## config.mk

```make
export PLATFORM = sky130hd
export DESIGN_NAME = instr_encoder
export DESIGN_NICKNAME = d
export VERILOG_FILES = /design/src/rtl/instr_encoder.sv
export SDC_FILE = /design/constraint.sdc
export NUM_CORES = 1
export LEC_CHECK = 0
export CAP_MARGIN = 20
export CELL_PAD_IN_SITES_DETAIL_PLACEMENT = 0
export CELL_PAD_IN_SITES_GLOBAL_PLACEMENT = 2
export CORE_MARGIN = 5
export CORE_UTILIZATION = 25
export CTS_CLUSTER_SIZE = 12
export DETAILED_ROUTE_END_ITERATION = 8
export PLACE_DENSITY = 0.84
export SLEW_MARGIN = 20
export SYNTH_ARGS = -nofsm -noshare
export SYNTH_HDL_FRONTEND = slang
export SYNTH_SLANG_ARGS = --single-unit
export TNS_END_PERCENT = 10
```

## constraint.sdc

```tcl
create_clock -name clk -period 1.64 [get_ports clk]
set_input_delay 0.328 -clock clk [delete_from_list [all_inputs] [get_ports clk]]
set_output_delay 0.328 -clock clk [all_outputs]
set_load 0.005 [all_outputs]
```

## src/rtl/instr_encoder.sv

```systemverilog
// instr_encoder: turns decoded operation requests (team op numbering 0..36)
// into RV32I machine words behind a one-deep valid/ready output register,
// and tracks the byte address of each emitted word.
// Optional feature: define ENC_ILLEGAL_CHECK_EN to range-check immediates and
// drop illegal requests; without it immediates are truncated to their field
// and an unknown op is replaced by a NOP.
module instr_encoder #(
  parameter int ADDR_W = 10
) (
  input  logic              clk,
  input  logic              reset,
  input  logic              clear,
  input  logic              in_valid,
  output logic              in_ready,
  input  logic [5:0]        op,
  input  logic [4:0]        rs1,
  input  logic [4:0]        rs2,
  input  logic [4:0]        rd,
  input  logic [31:0]       imm,
  output logic              out_valid,
  input  logic              out_ready,
  output logic [31:0]       instr,
  output logic [ADDR_W-1:0] addr,
  output logic              err
);

  localparam logic [6:0]  OPC_OP_IMM = 7'b0010011;
  localparam logic [6:0]  OPC_OP     = 7'b0110011;
  localparam logic [6:0]  OPC_LOAD   = 7'b0000011;
  localparam logic [6:0]  OPC_STORE  = 7'b0100011;
  localparam logic [6:0]  OPC_LUI    = 7'b0110111;
  localparam logic [6:0]  OPC_AUIPC  = 7'b0010111;
  localparam logic [6:0]  OPC_JAL    = 7'b1101111;
  localparam logic [6:0]  OPC_JALR   = 7'b1100111;
  localparam logic [6:0]  OPC_BRANCH = 7'b1100011;
  localparam logic [31:0] NOP_WORD   = 32'h0000_0013;

  typedef enum logic [2:0] {
    FMT_R, FMT_I, FMT_SH, FMT_S, FMT_B, FMT_U, FMT_J, FMT_BAD
  } fmt_e;

  fmt_e        fmt;
  logic [6:0]  opcode;
  logic [2:0]  funct3;
  logic        alt;       // instr[30]: selects SUB/SRA/SRAI
  logic [31:0] word;
  logic        illegal;
  logic        accept;
  logic        out_fire;
  logic        emit;

  assign in_ready = !out_valid || out_ready;
  assign accept   = in_valid && in_ready;
  assign out_fire = out_valid && out_ready;

  // Decode the op number into instruction format, major opcode and funct3.
  // NOTE: every output of a combinational block gets a default first, so no
  // path through the case can leave it unassigned and infer a latch.
  always_comb begin
    fmt    = FMT_BAD;
    opcode = OPC_OP_IMM;
    funct3 = 3'b000;
    alt    = 1'b0;
    case (op)
      6'd0:  begin fmt = FMT_I;  funct3 = 3'b000; end
      6'd1:  begin fmt = FMT_I;  funct3 = 3'b010; end
      6'd2:  begin fmt = FMT_I;  funct3 = 3'b011; end
      6'd3:  begin fmt = FMT_I;  funct3 = 3'b100; end
      6'd4:  begin fmt = FMT_I;  funct3 = 3'b110; end
      6'd5:  begin fmt = FMT_I;  funct3 = 3'b111; end
      6'd6:  begin fmt = FMT_SH; funct3 = 3'b001; end
      6'd7:  begin fmt = FMT_SH; funct3 = 3'b101; end
      6'd8:  begin fmt = FMT_SH; funct3 = 3'b101; alt = 1'b1; end
      6'd9:  begin fmt = FMT_R;  opcode = OPC_OP; funct3 = 3'b000; end
      6'd10: begin fmt = FMT_R;  opcode = OPC_OP; funct3 = 3'b000; alt = 1'b1; end
      6'd11: begin fmt = FMT_R;  opcode = OPC_OP; funct3 = 3'b001; end
      6'd12: begin fmt = FMT_R;  opcode = OPC_OP; funct3 = 3'b010; end
      6'd13: begin fmt = FMT_R;  opcode = OPC_OP; funct3 = 3'b011; end
      6'd14: begin fmt = FMT_R;  opcode = OPC_OP; funct3 = 3'b100; end
      6'd15: begin fmt = FMT_R;  opcode = OPC_OP; funct3 = 3'b101; end
      6'd16: begin fmt = FMT_R;  opcode = OPC_OP; funct3 = 3'b101; alt = 1'b1; end
      6'd17: begin fmt = FMT_R;  opcode = OPC_OP; funct3 = 3'b110; end
      6'd18: begin fmt = FMT_R;  opcode = OPC_OP; funct3 = 3'b111; end
      6'd19: begin fmt = FMT_I;  opcode = OPC_LOAD; funct3 = 3'b000; end
      6'd20: begin fmt = FMT_I;  opcode = OPC_LOAD; funct3 = 3'b001; end
      6'd21: begin fmt = FMT_I;  opcode = OPC_LOAD; funct3 = 3'b010; end
      6'd22: begin fmt = FMT_I;  opcode = OPC_LOAD; funct3 = 3'b100; end
      6'd23: begin fmt = FMT_I;  opcode = OPC_LOAD; funct3 = 3'b101; end
      6'd24: begin fmt = FMT_S;  opcode = OPC_STORE; funct3 = 3'b000; end
      6'd25: begin fmt = FMT_S;  opcode = OPC_STORE; funct3 = 3'b001; end
      6'd26: begin fmt = FMT_S;  opcode = OPC_STORE; funct3 = 3'b010; end
      6'd27: begin fmt = FMT_U;  opcode = OPC_LUI; end
      6'd28: begin fmt = FMT_U;  opcode = OPC_AUIPC; end
      6'd29: begin fmt = FMT_J;  opcode = OPC_JAL; end
      6'd30: begin fmt = FMT_I;  opcode = OPC_JALR; funct3 = 3'b000; end
      6'd31: begin fmt = FMT_B;  opcode = OPC_BRANCH; funct3 = 3'b000; end
      6'd32: begin fmt = FMT_B;  opcode = OPC_BRANCH; funct3 = 3'b001; end
      6'd33: begin fmt = FMT_B;  opcode = OPC_BRANCH; funct3 = 3'b100; end
      6'd34: begin fmt = FMT_B;  opcode = OPC_BRANCH; funct3 = 3'b101; end
      6'd35: begin fmt = FMT_B;  opcode = OPC_BRANCH; funct3 = 3'b110; end
      6'd36: begin fmt = FMT_B;  opcode = OPC_BRANCH; funct3 = 3'b111; end
      default: fmt = FMT_BAD;
    endcase
  end

  // Scatter register indices and immediate bits into the RV32I field layout;
  // unused register fields are left at zero, unknown ops become a NOP.
  always_comb begin
    word = NOP_WORD;
    case (fmt)
      FMT_R:   word = {1'b0, alt, 5'b0, rs2, rs1, funct3, rd, opcode};
      FMT_I:   word = {imm[11:0], rs1, funct3, rd, opcode};
      FMT_SH:  word = {1'b0, alt, 5'b0, imm[4:0], rs1, funct3, rd, opcode};
      FMT_S:   word = {imm[11:5], rs2, rs1, funct3, imm[4:0], opcode};
      FMT_B:   word = {imm[12], imm[10:5], rs2, rs1, funct3, imm[4:1], imm[11], opcode};
      FMT_U:   word = {imm[31:12], rd, opcode};
      FMT_J:   word = {imm[20], imm[10:1], imm[11], imm[19:12], rd, opcode};
      default: word = NOP_WORD;
    endcase
  end

`ifdef ENC_ILLEGAL_CHECK_EN
  // A value fits a signed N-bit field when all bits above N-1 repeat the sign.
  logic fits_12;
  logic fits_13;
  logic fits_21;
  assign fits_12 = (imm[31:11] == '0) || (imm[31:11] == '1);
  assign fits_13 = (imm[31:12] == '0) || (imm[31:12] == '1);
  assign fits_21 = (imm[31:20] == '0) || (imm[31:20] == '1);

  // Flag unknown ops and immediates the target field cannot represent.
  always_comb begin
    case (fmt)
      FMT_I, FMT_S: illegal = !fits_12;
      FMT_SH:       illegal = (imm[31:5] != '0);
      FMT_B:        illegal = imm[0] || !fits_13;
      FMT_J:        illegal = imm[0] || !fits_21;
      FMT_U:        illegal = (imm[11:0] != '0);
      FMT_BAD:      illegal = 1'b1;
      default:      illegal = 1'b0;
    endcase
  end

  // Illegal requests are consumed but never reach the output.
  assign emit = accept && !illegal;
`else
  // Only an unknown op is illegal; it is still emitted, as a NOP.
  assign illegal = (fmt == FMT_BAD);
  assign emit    = accept;
`endif

  // Output register: load on acceptance, empty after the consumer takes it.
  // NOTE: state registers use non-blocking assignments so every flop samples
  // pre-edge values regardless of statement order.
  always_ff @(posedge clk or posedge reset) begin
    if (reset) begin
      out_valid <= 1'b0;
      instr     <= '0;
      err       <= 1'b0;
    end else begin
      if (emit) begin
        out_valid <= 1'b1;
        instr     <= word;
      end else if (out_fire) begin
        out_valid <= 1'b0;
      end
      if (accept && illegal) begin
        err <= 1'b1;
      end
    end
  end

  // Address counter: advances one word per output handshake, clear wins.
  always_ff @(posedge clk or posedge reset) begin
    if (reset) begin
      addr <= '0;
    end else if (clear) begin
      addr <= '0;
    end else if (out_fire) begin
      addr <= addr + ADDR_W'(4);
    end
  end

endmodule

```

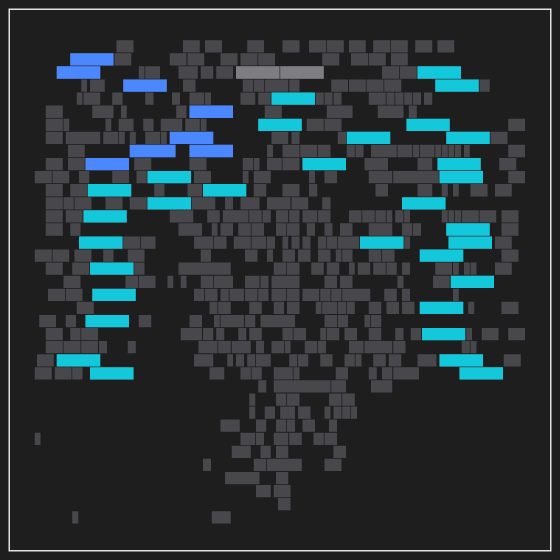
(where the registers sit)
Other sequential cells in the stronger gray, the rest of the logic in the fainter gray.
Key: blue = addr [sequential cells 8, where north-west]; cyan = instr [sequential cells 31]

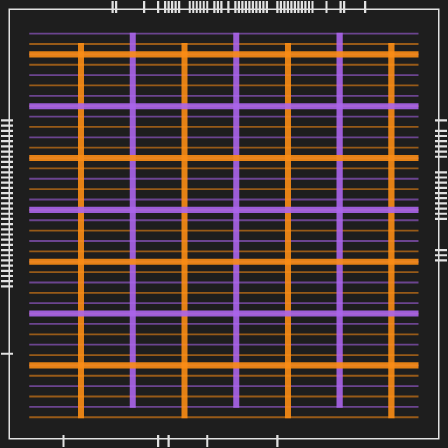
(power grid)
Pins as bars on the die edge.
Key: orange = VSS; purple = VDD
38 met1 rails follow the rows. 103 signal pins sit on the boundary.

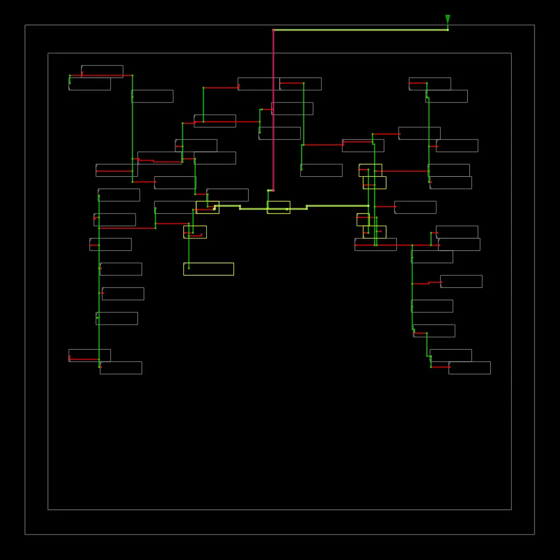
(clock nets)
Flops: 41
clk_lat worst skew: 290 ps
clock-net power: 0.861 mW
clkbuf count: 6
Num CTS Buffers: 5

==> deck_impl_summary.md <==
Physical Implementation Snapshot

Run status
  • Outcome: completed

STA
  • Worst setup margin: around 34 ps
  • Total negative slack: 0 ps
  • Final Cycle Share: 0.979
  • Hold Vio Cnt, Final: 0
  • Hold Worst Slack: about 380 ps
  • Final setup fails: 0

Power
  • Total power: 2.99 mW
  • NetSw: 0.820 mW
  • Switching Share: 0.274
  • Pwr/cell area: approximately 670 mW/mm2
  • Power in sequential cells: 1.17 mW

Die
  • Fp util: 0.254
  • Chip height: 112 um

Global routing
  • First-pass GRT wire length: roughly 15000 um
  • Gr usage total: 0.145
  • Largest net degree at the start of global routing: ~42
  • GRT met1 Usage: 0.193
  • Total gr overflow: 0
  • Initial antenna violation count: 0

Yosys
  • Distinct cell type count after synthesis: between 50 and 60
  • Synthesized area per cell: roughly 9 um2
  • Async SR Flop Fraction: 1.00
  • Top cells, area: dfrtp_1 (39%), o21ai_0 (4.4%), nor2_1 (4.3%)
  • Dominant cell type by area after synthesis: dfrtp_1
  • Yosys cell count: slightly below 300
  • Dominant flop cell: dfrtp_1
  • Top post-synthesis cells by count: dfrtp_1 (41), nor2_1 (30), o21ai_0 (23)
  • XOR/XNOR Area Share: 0.0268
  • Top cell type by instance count after synthesis: dfrtp_1
  • Flops after synth: 41
  • Simple-Gate Area Share: 0.210
  • Top area contributor share: 0.392
  • Post-Syn Area: between 0.002 and 0.003 mm2
  • Complex Gates by Area: 0.284
  • Synth warnings: 0
  • EDFF count, synth: 0

Worst setup path
  • Worst setup EP type: primary output
  • Launch point of the worst path: out_ready
  • Crit Path Max Fanout: 3
  • Crit Path Class: input port to primary output
  • Worst r2r src: out_valid
  • Startpoint type of the worst setup path: input port
  • Largest delay share family, worst path: buffers and inverters

Place
  • GP Congestion: between 0.8 and 0.9
  • Placement Setup Slack: -606 ps
  • DP HPWL: ~7300 um
  • Quantity of I/O buffers inserted on ports: around 100

Clocking
  • CTS tree: built
  • Buffer levels on the longest clock path: 2
  • Postcts setup bufs: 2
  • CTS H-tree depth: 2
  • Cts hold-fix bufs: 0

Routing
  • Metal2 WL: 4390 um
  • Top Metal Used: met4
  • Met1 WL: around 4300 um
  • Post-route ant nets: 0
  • Via density per instance: ~4.7

Final layout
  • Fillers: 1030
  • Top cell excl fill/tap: clkdlybuf4s50_1
  • Util after Layout: 0.435
  • Seq area share: 0.230
  • N_diodes: 0
  • Biggest regs: instr: 31 flops, addr: 8 flops
  • Largest cell class: buffers
  • Flop area: slightly above 0.001 mm2
  • Nets: about 500
  • Number of non-clock inverters in the layout: 7
No activity file was given, so power comes from the tool's default toggle rates.
